File: src/rtl/global_branch_predictor.sv
// Global-history branch direction predictor.
// A shift register of recent resolved outcomes (GHR) directly indexes a table
// of 2-bit saturating counters (PHT). The counter MSB at the current GHR is the
// prediction. Training updates the counter at the old GHR and shifts the new
// outcome into the GHR on the same edge.
module global_branch_predictor #(
  parameter int HIST_BITS = 4
) (
  input  logic clk,
  input  logic rst_n,
  input  logic branch,
  input  logic update,
  output logic prediction
);

  localparam int DEPTH = 1 << HIST_BITS;

  logic [HIST_BITS-1:0] ghr_reg;
  logic [HIST_BITS-1:0] ghr_next;
  logic [1:0]           pht_reg [DEPTH];
  logic [1:0]           cnt_cur;
  logic [1:0]           cnt_next;

  // The counter selected by the current history drives both the prediction
  // and the training write, so they always refer to the same entry.
  assign cnt_cur    = pht_reg[ghr_reg];
  assign prediction = cnt_cur[1];

  // Saturating move of the selected counter toward the resolved outcome.
  always_comb begin
    cnt_next = cnt_cur;
    if (branch) begin
      if (cnt_cur != 2'b11) cnt_next = cnt_cur + 2'b01;
    end else begin
      if (cnt_cur != 2'b00) cnt_next = cnt_cur - 2'b01;
    end
  end

  // New outcome enters at the LSB; the oldest outcome falls off the MSB.
  always_comb begin
    ghr_next = {ghr_reg[HIST_BITS-2:0], branch};
  end

  // History register: cleared by reset, shifted on every training strobe.
  always_ff @(posedge clk) begin
    if (!rst_n) begin
      ghr_reg <= '0;
    end else if (update) begin
      ghr_reg <= ghr_next;
    end
  end

  // One register per table entry so the whole table can be reset to weakly
  // not-taken in a single cycle; only the entry at the old GHR is written.
  generate
    for (genvar gi = 0; gi < DEPTH; gi++) begin : g_pht
      // Counter entry gi: reset to weak NT, trained when it is the indexed entry.
      always_ff @(posedge clk) begin
        if (!rst_n) begin
          pht_reg[gi] <= 2'b01;
        end else if (update && (ghr_reg == HIST_BITS'(gi))) begin
          pht_reg[gi] <= cnt_next;
        end
      end
    end
  endgenerate

endmodule

File: config.mk
export PLATFORM = sky130hd
export DESIGN_NAME = global_branch_predictor
export DESIGN_NICKNAME = d
export VERILOG_FILES = /design/src/rtl/global_branch_predictor.sv
export SDC_FILE = /design/constraint.sdc
export NUM_CORES = 1
export LEC_CHECK = 0
export ABC_AREA = 1
export CAP_MARGIN = 15
export CORE_MARGIN = 5
export CORE_UTILIZATION = 55
export DETAILED_ROUTE_END_ITERATION = 10
export PLACE_DENSITY_LB_ADDON = 0.08
export SLEW_MARGIN = 40
export SYNTH_ARGS = -nofsm -noshare
export SYNTH_HDL_FRONTEND = slang
export SYNTH_SLANG_ARGS = --single-unit
File: constraint.sdc
create_clock -name clk -period 1.6 [get_ports clk]
set_input_delay 0.32 -clock clk [delete_from_list [all_inputs] [get_ports clk]]
set_output_delay 0.32 -clock clk [all_outputs]
set_load 0.02 [all_outputs]
sizing.png
Drawn at 6 px/µm.
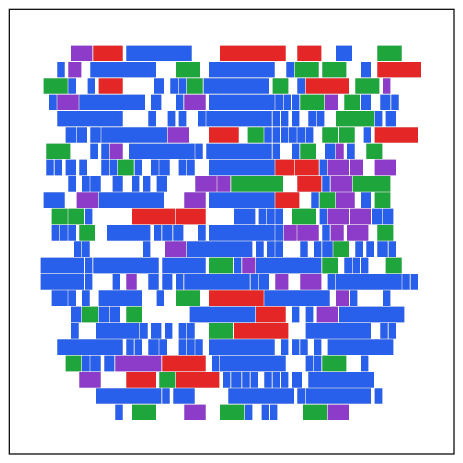
legend:
  red:
    size: x6 and larger
    cells: 20
  purple:
    size: x2
    cells: 35
  blue:
    size: x1 and smaller
    cells: 206
  green:
    size: x3 and x4
    cells: 41
Finished Cell Area: 2890 µm²
Area Growth Syn to Fin: 28.7%
setup slack after layout: -0.201 ns
Non-clk bufs: 36

ff_map.png
Drawn at 4 px/µm. Other sequential cells in the stronger grey, the rest of the logic in the fainter grey.
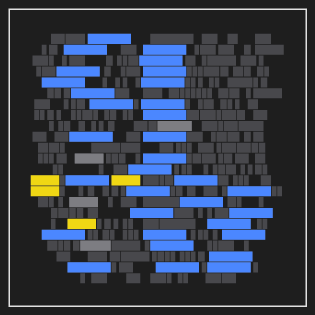
legend:
  yellow:
    netlist_name: ghr_reg
    sequential_cells: 4
    where: left middle
  blue:
    netlist_name: pht_reg
    sequential_cells: 32
not coloured: 4
flop share of the area: 39.0%
register area: 1130 µm²
Flop+latch power: 1.18 mW
final core occ: 72.7%

==> GITHUB_STEP_SUMMARY <==
## Synthesis and layout report

| Metric | Value |
|---|---|
| Outcome | `finished with violations` |
| Failing checks | `negative setup slack` |
| Maximum fanout along the worst path | `8` |
| CP Capture Type | `register` |
| R2r setup slk | `-0.20 ns` |
| Root Buffer | `clkbuf_8` |
| Endpoints failing setup | `33` |
| Chip area in the Yosys report | `2240 µm²` |
| XOR Share, Synth | `0%` |
| Area leader share | `42.8%` |
| Synth Flop Type | `edfxtp_1` |
| Adder Share, Synth | `0%` |
| Met1 Routed Length | `between 2 and 2.5 mm` |
| Most used cell along the critical path | `nand3_1` |
| Setup slack after layout | `-0.201 ns` |
| Worst VDD drop | `591 µV` |
| Non-clock buffer share | `13.7%` |
| Most frequent logic cell in the layout | `nand2_1` |
| Max FFs per register | `32` |
| Drt first pass iters | `4` |
| Multi-In Gates | `169` |
| Number of global-route vias before repair | `1,740` |
| Yosys Instances | `270` |
| Die ar. | `5460 µm²` |
port_trees.png
Drawn at 4 px/µm.
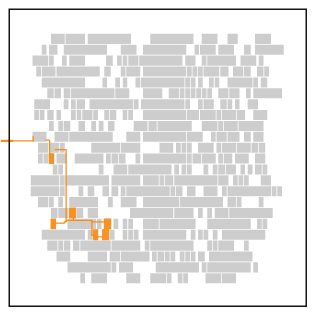
legend:
  orange:
    port: update
    bits: 1
    direction: input
    end_cells: 6
    buffers: 2
    wire: 55.7 µm
boundary pin count: 5
Port Buffer Count: 4

[per-stage QoR]
stage / worst slack [ns] / cell area (µm²) / setup TNS (ns) / hold WS (ns)
6_report: -0.201 / 2890 / -5.24 / 0.522
5_1_grt: -0.292 / 2890 / -8.45 / 0.554
4_1_cts: -0.0831 / 2720 / -1.25 / 0.522
3_5_place_dp: -0.339 / 2560 / -11.54 / 0.510
3_3_place_gp: -0.316 / 2560 / -9.45 / 0.503
2_1_floorplan: -0.0550 / 2290 / -0.889 / 0.480
[worst max-delay path: cells and delay by family (launching register included)]
kind,cells,cell delay (ns)
buffers and inverters,2,0.31
flip-flops,1,0.39
AND/OR/NAND/NOR,7,0.85
[power breakdown]
group,switching (mW),leakage (nW),internal (mW)
Combinational,0.325,0.721,0.241
Clock,0.357,0.0541,0.461
Sequential,0.0246,0.350,1.15
No activity file was given, so power comes from the tool's default toggle rates.
